===== config.mk =====
export PLATFORM = sky130hd
export DESIGN_NAME = ni_injector
export DESIGN_NICKNAME = d
export VERILOG_FILES = /design/src/rtl/noc_params.sv /design/src/rtl/ni_flit_reg.sv /design/src/rtl/ni_injector.sv
export SDC_FILE = /design/constraint.sdc
export NUM_CORES = 1
export LEC_CHECK = 0
export CAP_MARGIN = 0
export CORE_AREA = 2 2 57 69
export CTS_BUF_LIST = sky130_fd_sc_hd__clkbuf_8
export CTS_CLUSTER_SIZE = 16
export DETAILED_ROUTE_END_ITERATION = 7
export DIE_AREA = 0 0 59 71
export HOLD_SLACK_MARGIN = 0.03
export PLACE_DENSITY = 0.84
export SYNTH_ARGS = -nofsm -noshare
export SYNTH_HDL_FRONTEND = slang
export SYNTH_HIERARCHICAL = 1
export SYNTH_SLANG_ARGS = --single-unit

===== constraint.sdc =====
create_clock -name clk -period 3.72 [get_ports clk]
set_input_delay 0.744 -clock clk [delete_from_list [all_inputs] [get_ports clk]]
set_output_delay 0.744 -clock clk [all_outputs]
set_load 0.05 [all_outputs]

===== src/rtl/noc_params.sv =====
// Shared NoC parameters, flit layout and head-flit packing used by routers
// and network interfaces.
package noc_params;

  localparam int VC_NUM           = 2;
  localparam int VC_SIZE          = (VC_NUM > 1) ? $clog2(VC_NUM) : 1;
  localparam int FLIT_DATA_SIZE   = 16;
  localparam int DEST_ADDR_SIZE_X = 4;
  localparam int DEST_ADDR_SIZE_Y = 4;
  localparam int HEAD_PAD_W       = FLIT_DATA_SIZE - DEST_ADDR_SIZE_X - DEST_ADDR_SIZE_Y;

  typedef enum logic [1:0] {
    HEAD     = 2'd0,
    BODY     = 2'd1,
    TAIL     = 2'd2,
    HEADTAIL = 2'd3
  } flit_label_t;

  typedef struct packed {
    flit_label_t                flit_label;
    logic [VC_SIZE-1:0]         vc_id;
    logic [FLIT_DATA_SIZE-1:0]  data;
  } flit_t;

  // Destination sits in the top bits so routing can slice it without knowing the pad.
  function automatic logic [FLIT_DATA_SIZE-1:0] pack_head(
    input logic [DEST_ADDR_SIZE_X-1:0] x,
    input logic [DEST_ADDR_SIZE_Y-1:0] y
  );
    return {x, y, {HEAD_PAD_W{1'b0}}};
  endfunction

endpackage


===== src/rtl/ni_flit_reg.sv =====
// Output register for the injector's flit pins; data holds between flits.
module ni_flit_reg
  import noc_params::*;
(
  input  logic  clk,
  input  logic  rst,
  input  logic  i_valid,
  input  flit_t i_flit,
  output logic  o_valid,
  output flit_t o_flit
);

  logic  r_valid;
  flit_t r_flit;

  // NOTE: sequential state uses non-blocking assignments so every register
  // samples pre-edge values regardless of block ordering.
  always_ff @(posedge clk) begin
    if (rst) begin
      r_valid <= 1'b0;
      r_flit  <= '0;
    end else begin
      r_valid <= i_valid;
      if (i_valid) r_flit <= i_flit;
    end
  end

  assign o_valid = r_valid;
  assign o_flit  = r_flit;

endmodule


===== src/rtl/ni_injector.sv =====
// Network-interface injector: segments descriptor + payload into flits for a
// router's local input port, honouring is_allocatable / is_on_off feedback.
module ni_injector
  import noc_params::*;
#(
  parameter int MAX_PKT_FLITS = 8,
  parameter int LEN_W         = $clog2(MAX_PKT_FLITS + 1)
) (
  input  logic                        clk,
  input  logic                        rst,
  input  logic                        pkt_valid_i,
  output logic                        pkt_ready_o,
  input  logic [DEST_ADDR_SIZE_X-1:0] pkt_x_dest_i,
  input  logic [DEST_ADDR_SIZE_Y-1:0] pkt_y_dest_i,
  input  logic [LEN_W-1:0]            pkt_len_i,
  input  logic                        pl_valid_i,
  output logic                        pl_ready_o,
  input  logic [FLIT_DATA_SIZE-1:0]   pl_data_i,
  output flit_t                       data_o,
  output logic                        is_valid_o,
  input  logic                        is_on_off_i,
  input  logic                        is_allocatable_i,
  output logic                        error_o
);

  typedef enum logic [1:0] {IDLE, WAIT_VC, SEND} inj_state_t;

  inj_state_t                  r_state;
  logic [LEN_W-1:0]            r_remain;
  logic [VC_SIZE-1:0]          r_vc_rr;
  logic [DEST_ADDR_SIZE_X-1:0] r_x;
  logic [DEST_ADDR_SIZE_Y-1:0] r_y;
  logic                        r_error;

  logic               w_len_ok;
  logic               w_emit;
  logic               w_last;
  logic [VC_SIZE-1:0] w_vc_next;
  flit_t              w_flit;

  assign w_len_ok  = (pkt_len_i != '0) && (pkt_len_i <= LEN_W'(MAX_PKT_FLITS));
  assign w_last    = w_emit && (r_remain == LEN_W'(1));
  assign w_vc_next = (r_vc_rr == VC_SIZE'(VC_NUM - 1)) ? '0 : r_vc_rr + 1'b1;

  assign pkt_ready_o = (r_state == IDLE);
  assign pl_ready_o  = (r_state == SEND) && is_on_off_i;

  // NOTE: every combinational output gets a default first so no path
  // through the case leaves it unassigned and infers a latch.
  always_comb begin
    w_emit       = 1'b0;
    w_flit       = '0;
    w_flit.vc_id = r_vc_rr;
    case (r_state)
      WAIT_VC: begin
        if (is_allocatable_i && is_on_off_i) begin
          w_emit            = 1'b1;
          w_flit.flit_label = (r_remain == LEN_W'(1)) ? HEADTAIL : HEAD;
          w_flit.data       = pack_head(r_x, r_y);
        end
      end
      SEND: begin
        if (is_on_off_i && pl_valid_i) begin
          w_emit            = 1'b1;
          w_flit.flit_label = (r_remain == LEN_W'(1)) ? TAIL : BODY;
          w_flit.data       = pl_data_i;
        end
      end
      default: ;
    endcase
  end

  // vc_rr is stable for the whole packet, so it doubles as the latched vc_id.
  always_ff @(posedge clk) begin
    if (rst) begin
      r_state  <= IDLE;
      r_remain <= '0;
      r_vc_rr  <= '0;
      r_x      <= '0;
      r_y      <= '0;
      r_error  <= 1'b0;
    end else begin
      r_error <= 1'b0;
      case (r_state)
        IDLE: begin
          if (pkt_valid_i) begin
            if (w_len_ok) begin
              r_x      <= pkt_x_dest_i;
              r_y      <= pkt_y_dest_i;
              r_remain <= pkt_len_i;
              r_state  <= WAIT_VC;
            end else begin
              r_error <= 1'b1;
            end
          end
        end
        WAIT_VC, SEND: begin
          if (w_emit) begin
            r_remain <= r_remain - 1'b1;
            if (w_last) begin
              r_vc_rr <= w_vc_next;
              r_state <= IDLE;
            end else begin
              r_state <= SEND;
            end
          end
        end
        default: r_state <= IDLE;
      endcase
    end
  end

  assign error_o = r_error;

  ni_flit_reg u_flit_reg (
    .clk     (clk),
    .rst     (rst),
    .i_valid (w_emit),
    .i_flit  (w_flit),
    .o_valid (is_valid_o),
    .o_flit  (data_o)
  );

endmodule


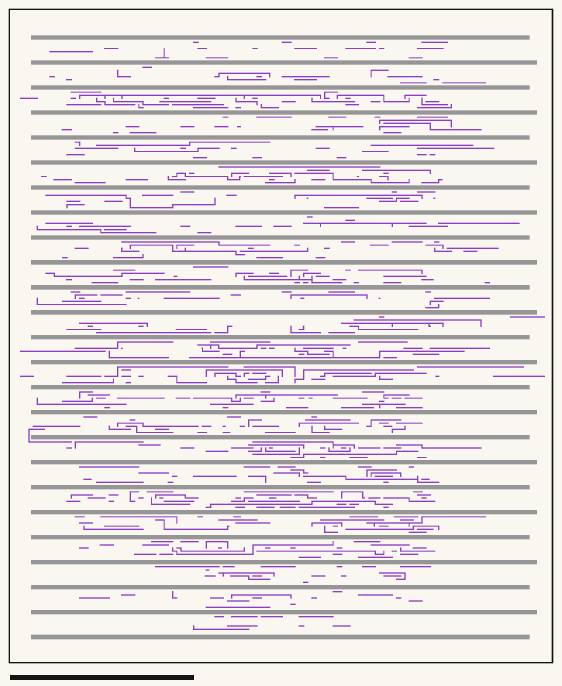
*M1 wires, run 1*
Scale bar: 20 um. Supply wires on this layer in grey.
wire length on this layer: 1660 um
share of all routed wire: 42%
longest straight run: 26.2 um
nets with wire on the layer: 253
main direction: horizontal

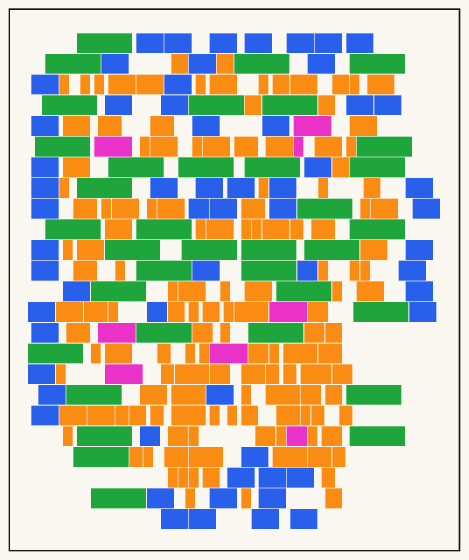
*Cell classes on the final placement, run 1*
legend:
  clock drivers and dummy loads:
    colour: magenta
    cells: 8
    share_of_their_area: 4.0%
  other buffers and delay cells:
    colour: blue
    cells: 60
    share_of_their_area: 25%
  flops:
    colour: green
    cells: 36
    share_of_their_area: 31%
  all other logic:
    colour: orange
    cells: 138
    share_of_their_area: 40%

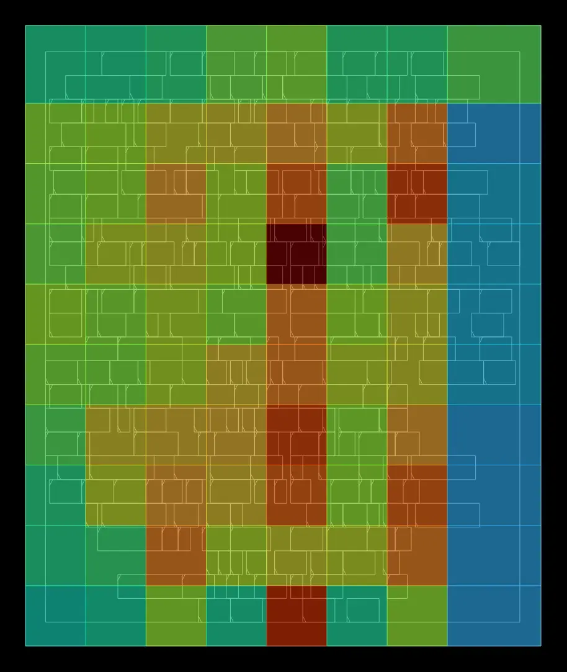
*Routing congestion map, run 1*
final core utilization: 67.4%
Tot GR Track Use: 20.4%
met1 usage in global routing: 23.7%

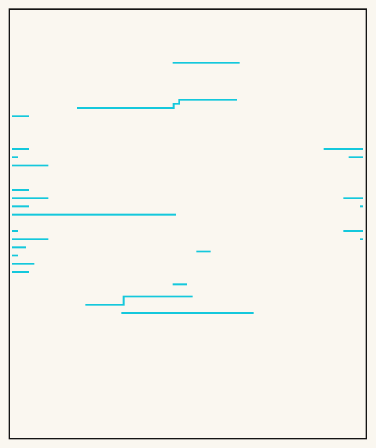
*Signal wires on met3, run 1*
longest straight run: 26.9 um
main direction: horizontal
wire length on this layer: 162 um
share of all routed wire: 4.1%
nets with wire on the layer: 23

==> flow_metrics.tcl, run 1 <==
# collected from the flow reports
set metrics [dict create \
    status "completed" \
    grt_max_degree 25 \
    clkSlewWorstSetupHoldPaths_ns 0.07 \
    wirelength_um 3920 \
    lay_top_count "clkdlybuf4s50_1" \
    final-nonclk-buf-share_pct 24.7 \
    critical_path.cell_chain "clkdlybuf4s50_1, and2_1, clkdlybuf4s50_1" \
    fin_cells 281 \
    leakage_nw 0.860 \
    use_met2_pct 33.8 \
    power_clock_mw 0.287 \
    firstDrtPassIters 4 \
    largest_reg_flops 19 \
    crit_fanout 4 \
    top_power_group "sequential cells" \
    netlist_area_um2 1700 \
    finalSetupViolCount 0 \
    largestClassByArea "logic gates" \
    finalNetCount 280 \
    cpPeakStageDelay_ns 0.80 \
    simple_gate_share_pct 18.3 \
    p_clk_share_pct 35.2 \
    adder_share_pct 3.68 \
    synthDistinctLibCells 36 \
    hold_ws_ns 0.493 \
    grtUsageMet3_pct 5.85 \
    p_seq_share_pct 49.6 \
    avgSynthCellArea_um2 9.28 \
    yosysChipArea_um2 1700 \
    maxUsedRoutingLayer "met4" \
    slew_viol_final 0 \
    final.fill_count 290 \
    inverters_excl_clock 8 \
    cp-start-kind "primary input" \
    yosys_cells 183 \
    p_int_mw 0.608 \
    synth_seq_share_pct 42.4 \
    tns_ns 0 \
    die_h_um 71 \
    final_layout_size_suffix_gt1_share_pct 7.02 \
    synthArstFlopShare_pct 0 \
    clock_skew_ns 0.00336 \
    grt_pass1_wl_um 6490 \
    p_seq_mw 0.404 \
    logic_family "simple AND/OR/NAND/NOR gates" \
    seq_share_pct 30.2 \
    ctsHtreeMaxLevel 2 \
    n_tap_cell 39 \
    fp_nets 222 \
    comb_share_pct 37.8 \
    routed-wl-met3_um 161 \
    final_cell_mix "56 x clkdlybuf4s50_1, 36 x nor2_1, 36 x dfxtp_1" \
    drtIter0Drc 47 \
    wire_per_inst_um 14.0 \
    multi_input_comb_cells 130 \
    root_buffer "clkbuf_8" \
    fmax_ghz 0.340 \
    ys_sh_aoi_pct 13.6 \
    wl_met2_um 2040 \
    grt_pass1_vias 1449 \
    mux_share_pct 16.6 \
    drc 0 \
    edf_count 0 \
    comb_power_mw 0.124 \
    grt_setup_unrepaired "no" \
    synth_top_area_share_pct 42.4 \
    reg2reg_slack_ns 1.48 \
    dpl.cell_count 273 \
    worstPathRequired_ns 2.98 \
    postRouteAntennaNets 0 \
    yosysWarnings 6 \
    cts_tree "yes" \
    flops 36 \
    die-width_um 59 \
    cts_setup_buffers 0 \
    vias 1451 \
    comb_area_um2 903 \
    power.switching_mw 0.206 \
    holdBufCountCts 0 \
    dominantRegCellSynth "dfxtp_1" \
    period_used_pct 79.0 \
    grt_antenna_before_repair 0 \
    cp_top_family "buffers and inverters" \
    clockBufferDepth 2 \
    top_area_cell "dfxtp_1" \
    fin_crit_ns 2.94 \
    grt_remaining_overflow 0 \
    drv_cap 0 \
    p_per_area_nw_per_um2 341 \
    n_all_buffers 60 \
    pwr-share-comb_pct 15.2 \
    diodes 0 \
    vias_per_cell 5.16 \
    fp_util_pct 48.0 \
    netSwitchingFraction_pct 25.3 \
    cpMostUsedCell "clkdlybuf4s50_1" \
    finalWeightedCongestion 0.778 \
    clock-sinks 36 \
    most_common_cell "nor2_1" \
    clock_latency_ns 0.29 \
    io_buffers 56 \
    top_cells_by_count "37 x nor2_1, 36 x dfxtp_1, 27 x mux2i_1" \
    slowest_stage "clkdlybuf4s50_1" \
    clock_area_share_pct 3.93 \
    core_area_um2 3540 \
    tightest_slew_ns 0.603 \
    synthCells 183 \
    final-hold-violation-count 0 \
    area_growth_syn_to_layout_pct 40.5 \
    clkbuf_count 6 \
    flop_area_um2 721 \
    min_path_type "reg -> reg" \
    io_pins 57 \
    relSlewSlack_pct 59.6 \
    die_area_um2 4190 \
    placementRows 24 \
    critPathBufInv 2 \
    detailed_place_hpwl_um 2750 \
    cts_resized 0 \
    critPathKind "in -> out" \
    critPathCaptureType "output port" \
    log.warning_count 29 \
    ys.flops 36 \
    ys_sh_xor_pct 0.515 \
    ir_drop_v 0.000261 \
    area_leaders "dfxtp_1 42%, mux2i_1 16%, nor2_1 8.2%" \
    wl_met1_um 1660 \
    grt-busiest-layer "met2" \
    arrival_ns 2.20 \
    numCtsBuffers 5 \
]
## run 1: path summary, 6_finish.rpt
kind                            from                                end  cells after the start
min              r_x[2]$_SDFFE_PP0P_                r_x[2]$_SDFFE_PP0P_                      2
max                      is_on_off_i                         pl_ready_o                      3
min reg2reg      r_x[2]$_SDFFE_PP0P_                r_x[2]$_SDFFE_PP0P_                      2
max reg2reg  r_state[0]$_SDFFE_PP0P_  u_flit_reg/o_flit[1]$_SDFFE_PP0P_                      7
## run 1: through the flow
step | setup WS [ns] | power (mW) | cell area (um2)
after detailed placement | 0.779 | 0.536 | 2290
after floorplan | 1.83 | 0.480 | 1700
after global placement | 0.804 | 0.533 | 2290
after CTS | 0.780 | 0.821 | 2390
final | 0.779 | 0.815 | 2390
after global routing | 0.741 | 0.847 | 2390
==> run 2: changes to the inputs <==
- CORE_AREA: 2 2 57 69 -> 2 2 58 71
- DIE_AREA: 0 0 59 71 -> 0 0 60 73
- PLACE_DENSITY: 0.84 -> 0.8
- clock period: 3.72 -> 3.1 ns (I/O delays scaled with it)
==> flow_metrics.tcl, run 2 <==
# collected from the flow reports
set metrics [dict create \
    comb_area_um2 903 \
    mux_share_pct 16.6 \
    power.switching_mw 0.246 \
    yosys_cells 183 \
    io_pins 57 \
    arrival_ns 2.05 \
    n_all_buffers 59 \
    netSwitchingFraction_pct 25.8 \
    dpl.cell_count 287 \
    hold_path_end "u_flit_reg/o_flit[16]$_SDFFE_PP0P_" \
    ir_drop_v 0.000303 \
    edf_count 0 \
    gr-usage-met1_pct 23.3 \
    clock_skew_ns 0.00650 \
    ctsHtreeMaxLevel 2 \
    vias_per_cell 5.03 \
    clock_latency_ns 0.29 \
    flop_area_um2 721 \
    largest_reg_flops 19 \
    fp_nets 222 \
    clockBufferDepth 2 \
    most_common_cell "nor2_1" \
    p_clk_share_pct 33.6 \
    yosysChipArea_um2 1700 \
    use_met2_pct 31.8 \
    grt-busiest-layer "met2" \
    p_int_mw 0.707 \
    synth_seq_share_pct 42.4 \
    synthArstFlopShare_pct 0 \
    status "completed" \
    p_per_area_nw_per_um2 399 \
    grt_remaining_overflow 0 \
    comb_share_pct 37.8 \
    cts_resized 0 \
    power.total_mw 0.953 \
    critPathKind "in -> out" \
    firstDrtPassIters 4 \
    dominantRegCellSynth "dfxtp_1" \
    yosysWarnings 6 \
    grt_pass1_wl_um 6490 \
    startpoint "is_on_off_i" \
    top_area_cell "dfxtp_1" \
    largestClassByArea "logic gates" \
    final-hold-violation-count 0 \
    root_buffer "clkbuf_8" \
    worstPathRequired_ns 2.48 \
    area_leaders "dfxtp_1 42%, mux2i_1 16%, nor2_1 8.2%" \
    die-width_um 60 \
    regToRegStartpoint "r_state[0]$_SDFFE_PP0P_" \
    die_area_um2 4380 \
    lay_top_count "clkdlybuf4s50_1" \
    fin_crit_ns 2.67 \
    adder_share_pct 3.68 \
    p_seq_share_pct 51.0 \
    detailed_place_hpwl_um 2770 \
    pwr-share-comb_pct 15.4 \
    cp-start-kind "primary input" \
    grt_antenna_before_repair 0 \
    drtIter0Drc 45 \
    diodes 0 \
    synthDistinctLibCells 36 \
    log.warning_count 29 \
    hold_ws_ns 0.492 \
    grt_max_degree 22 \
    comb_power_mw 0.147 \
    area_growth_syn_to_layout_pct 40.6 \
    hold_path_depth 2 \
    seq_share_pct 30.2 \
    power_clock_mw 0.320 \
    avgSynthCellArea_um2 9.28 \
    final-nonclk-buf-share_pct 24.4 \
    numCtsBuffers 5 \
    crit_fanout 4 \
    final_cell_mix "56 x clkdlybuf4s50_1, 36 x nor2_1, 36 x dfxtp_1" \
    period_used_pct 86.2 \
    n_tap_cell 54 \
    tns_ns 0 \
    final_layout_size_suffix_gt1_share_pct 6.22 \
    top_power_group "sequential cells" \
    inverters_excl_clock 8 \
    netlist_area_um2 1700 \
    grt_pass1_vias 1437 \
    placementRows 25 \
    finalWeightedCongestion 0.812 \
    finalNetCount 279 \
    clock-sinks 36 \
    postRouteAntennaNets 0 \
    clkbuf_count 5 \
    grt_usage_pct 19.8 \
    drv_cap 0 \
    synth_top_area_share_pct 42.4 \
    ys.flops 36 \
    drc 0 \
    slew_viol_final 0 \
    ys_sh_xor_pct 0.515 \
    core_area_um2 3780 \
    finalSetupViolCount 0 \
    top_cells_by_count "37 x nor2_1, 36 x dfxtp_1, 27 x mux2i_1" \
    clock_area_share_pct 3.56 \
    min_path_type "reg -> reg" \
    vias 1484 \
    die_h_um 73 \
    wirelength_um 3810 \
    p_seq_mw 0.486 \
    synthCells 183 \
    ys_sh_aoi_pct 13.6 \
    reg2reg_slack_ns 0.61 \
    crit_path_end "pl_ready_o" \
    fp_util_pct 44.9 \
    cts_tree "yes" \
    flops 36 \
    final.fill_count 343 \
    logic_family "simple AND/OR/NAND/NOR gates" \
    wire_per_inst_um 12.9 \
    io_buffers 56 \
    hp-start "u_flit_reg/o_flit[16]$_SDFFE_PP0P_" \
    grt_setup_unrepaired "no" \
    r2r_end "u_flit_reg/o_flit[13]$_SDFFE_PP0P_" \
    leakage_nw 0.857 \
    simple_gate_share_pct 18.3 \
    cts_setup_buffers 0 \
    holdBufCountCts 0 \
    critPathCaptureType "output port" \
    fin_cells 295 \
    grtUsageMet3_pct 6.74 \
    relSlewSlack_pct 37.4 \
    final_core_util_pct 63.1 \
    fmax_ghz 0.374 \
    multi_input_comb_cells 130 \
    clkSlewWorstSetupHoldPaths_ns 0.07 \
    tightest_slew_ns 0.935 \
    rr_worst_depth 7 \
]
run 2: kinds of logic after synthesis:
logic type / after synthesis
and+or+nand+nor: 65
xor gates and xnor gates: 1
AOI/OAI and AO/OA: 31
DFF: 36
muxes: 28
adders and majority gates: 5
buffers and inverters: 17
run 2: worst max-delay path, cell delays in order:
cell             delay [ns]
clkdlybuf4s50_1        0.51
and2_1                 0.13
clkdlybuf4s50_1        0.79
run 2: stage by stage:
stage          setup WS, ns  cell area (um2)
3_5_place_dp          0.413             2300
3_3_place_gp          0.430             2300
6_report              0.426             2390
5_1_grt               0.385             2390
4_1_cts               0.422             2390
2_1_floorplan          1.37             1700
run 2: metal layers:
metal / wire, um / part of all wire, %
met1: 1500 / 39
met2: 1990 / 52
met3: 232 / 6.1
met4: 91 / 2.4
met5: 0 / 0
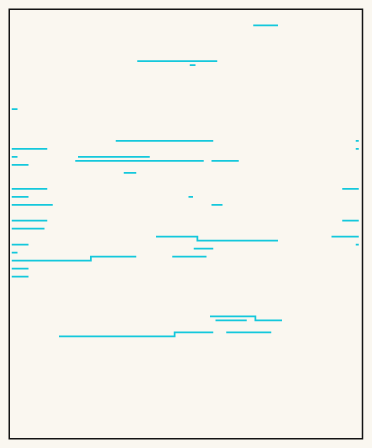
*Signal wires on met3, run 2*
wire length on this layer: 233 um
share of all routed wire: 6.1%
longest straight run: 21.6 um
nets with wire on the layer: 31

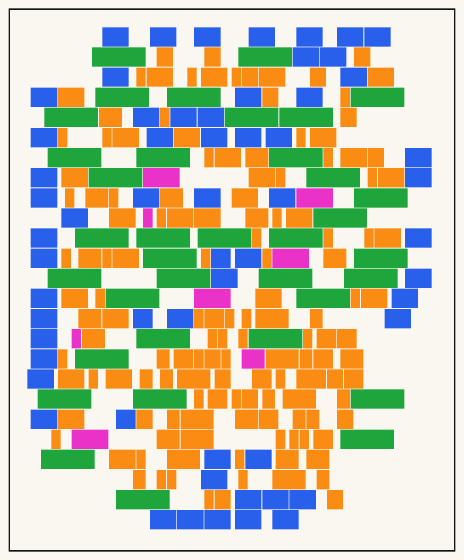
*Cell classes on the final placement, run 2*
legend:
  other buffers and delay cells:
    colour: blue
    cells: 59
    share_of_their_area: 25%
  clock drivers and dummy loads:
    colour: magenta
    cells: 8
    share_of_their_area: 3.7%
  all other logic:
    colour: orange
    cells: 138
    share_of_their_area: 40%
  flops:
    colour: green
    cells: 36
    share_of_their_area: 31%

==> run 3: changes to the inputs <==
- SETUP_SLACK_MARGIN: unset -> 0.02
- TNS_END_PERCENT: unset -> 100
==> flow_metrics.tcl, run 3 <==
# collected from the flow reports
set metrics [dict create \
    vias 1484 \
    grt_pass1_wl_um 6490 \
    status "completed" \
    maxUsedRoutingLayer "met4" \
    cts_resized 0 \
    dpl.cell_count 287 \
    final_core_util_pct 63.1 \
    cts_tree "yes" \
    root_buffer "clkbuf_8" \
    arrival_ns 2.05 \
    clock-sinks 36 \
    lay_top_count "clkdlybuf4s50_1" \
    p_seq_share_pct 51.0 \
    critPathKind "in -> out" \
    clkbuf_count 5 \
    n_tap_cell 54 \
    final.fill_count 343 \
    yosysChipArea_um2 1700 \
    inverters_excl_clock 8 \
    ys.flops 36 \
    setup_ws_ns 0.426 \
    vias_per_cell 5.03 \
    crit_fanout 4 \
    power_clock_mw 0.320 \
    wl_met1_um 1500 \
    cpMostUsedCell "clkdlybuf4s50_1" \
    netSwitchingFraction_pct 25.8 \
    final-nonclk-buf-share_pct 24.4 \
    grt_max_degree 22 \
    most_common_cell "nor2_1" \
    fmax_ghz 0.374 \
    synthArstFlopShare_pct 0 \
    critPathCaptureType "output port" \
    adder_share_pct 3.68 \
    die-width_um 60 \
    worstPathRequired_ns 2.48 \
    largest_reg_flops 19 \
    comb_share_pct 37.8 \
    io_pins 57 \
    flops 36 \
    critical_path.cell_chain "clkdlybuf4s50_1, and2_1, clkdlybuf4s50_1" \
    hold_ws_ns 0.492 \
    top_power_group "sequential cells" \
    wl_met2_um 1990 \
    netlist_area_um2 1700 \
    simple_gate_share_pct 18.3 \
    tightest_slew_ns 0.935 \
    core_area_um2 3780 \
    leakage_nw 0.857 \
    ctsHtreeMaxLevel 2 \
    cts_setup_buffers 0 \
    diodes 0 \
    period_used_pct 86.2 \
    power.switching_mw 0.246 \
    synth_top_area_share_pct 42.4 \
    cp-start-kind "primary input" \
    comb_power_mw 0.147 \
    synthDistinctLibCells 36 \
    placementRows 25 \
    die_h_um 73 \
    final_cell_area_um2 2390 \
    cp_top_family "buffers and inverters" \
    slew_viol_final 0 \
    area_leaders "dfxtp_1 42%, mux2i_1 16%, nor2_1 8.2%" \
    clock_area_share_pct 3.56 \
    area_growth_syn_to_layout_pct 40.6 \
    edf_count 0 \
    cpPeakStageDelay_ns 0.79 \
    pwr-share-comb_pct 15.4 \
    grtUsageMet3_pct 6.74 \
    seq_share_pct 30.2 \
    grt_setup_unrepaired "no" \
    ir_drop_v 0.000303 \
    synth_seq_share_pct 42.4 \
    clockBufferDepth 2 \
    dpl_cell_area_um2 2300 \
    holdBufCountCts 0 \
    slowest_stage "clkdlybuf4s50_1" \
    n_all_buffers 59 \
    finalNetCount 279 \
    grt_remaining_overflow 0 \
    avgSynthCellArea_um2 9.28 \
    yosys_cells 183 \
    ys_sh_xor_pct 0.515 \
    largestClassByArea "logic gates" \
    numCtsBuffers 5 \
    finalWeightedCongestion 0.812 \
    min_path_type "reg -> reg" \
    relSlewSlack_pct 37.4 \
    fin_cells 295 \
]
## run 3: cell counts after synthesis
Identical to the previous run, type by type.
## run 3: final timing paths
| kind | depth (start not counted) | endpoint | slack [ns] | from |
|---|---|---|---|---|
| max reg2reg | 7 | u_flit_reg/o_flit[13]$_SDFFE_PP0P_ | 0.61 | r_state[0]$_SDFFE_PP0P_ |
| max | 3 | pl_ready_o | 0.43 | is_on_off_i |
| min | 2 | u_flit_reg/o_flit[16]$_SDFFE_PP0P_ | 0.49 | u_flit_reg/o_flit[16]$_SDFFE_PP0P_ |
| min reg2reg | 2 | u_flit_reg/o_flit[16]$_SDFFE_PP0P_ | 0.49 | u_flit_reg/o_flit[16]$_SDFFE_PP0P_ |
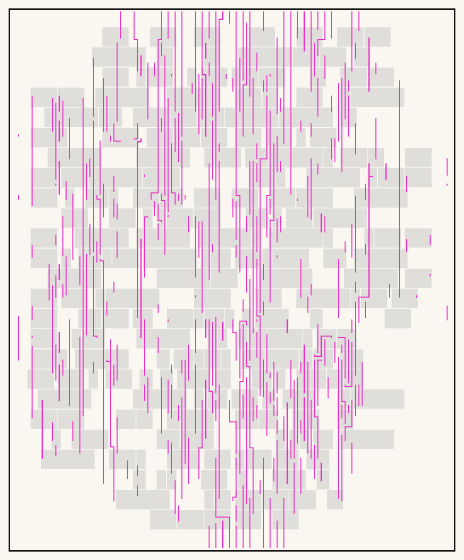
*Met2 routing, run 3*
Cells faint in the background.
main direction: vertical
wire length on this layer: 1990 um
nets with wire on the layer: 239

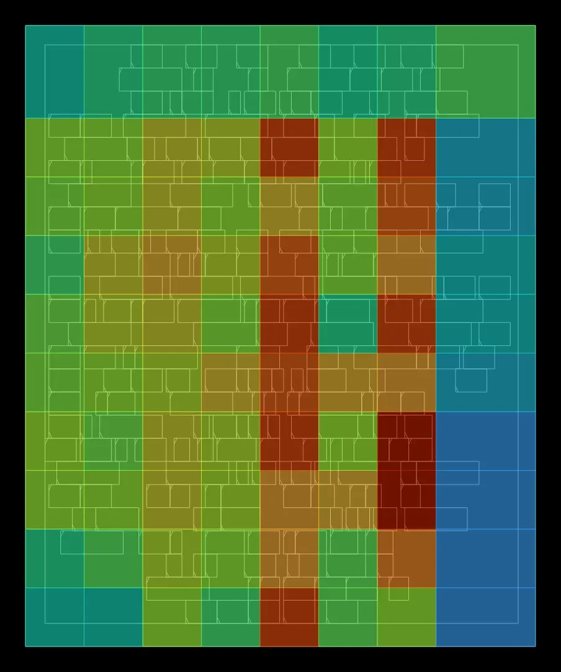
*Routing congestion map, run 3*
M2 GR Usage: 31.8%
busiest grt layer: met2

Power figures rest on the tool's default switching activity, not on a simulated workload.
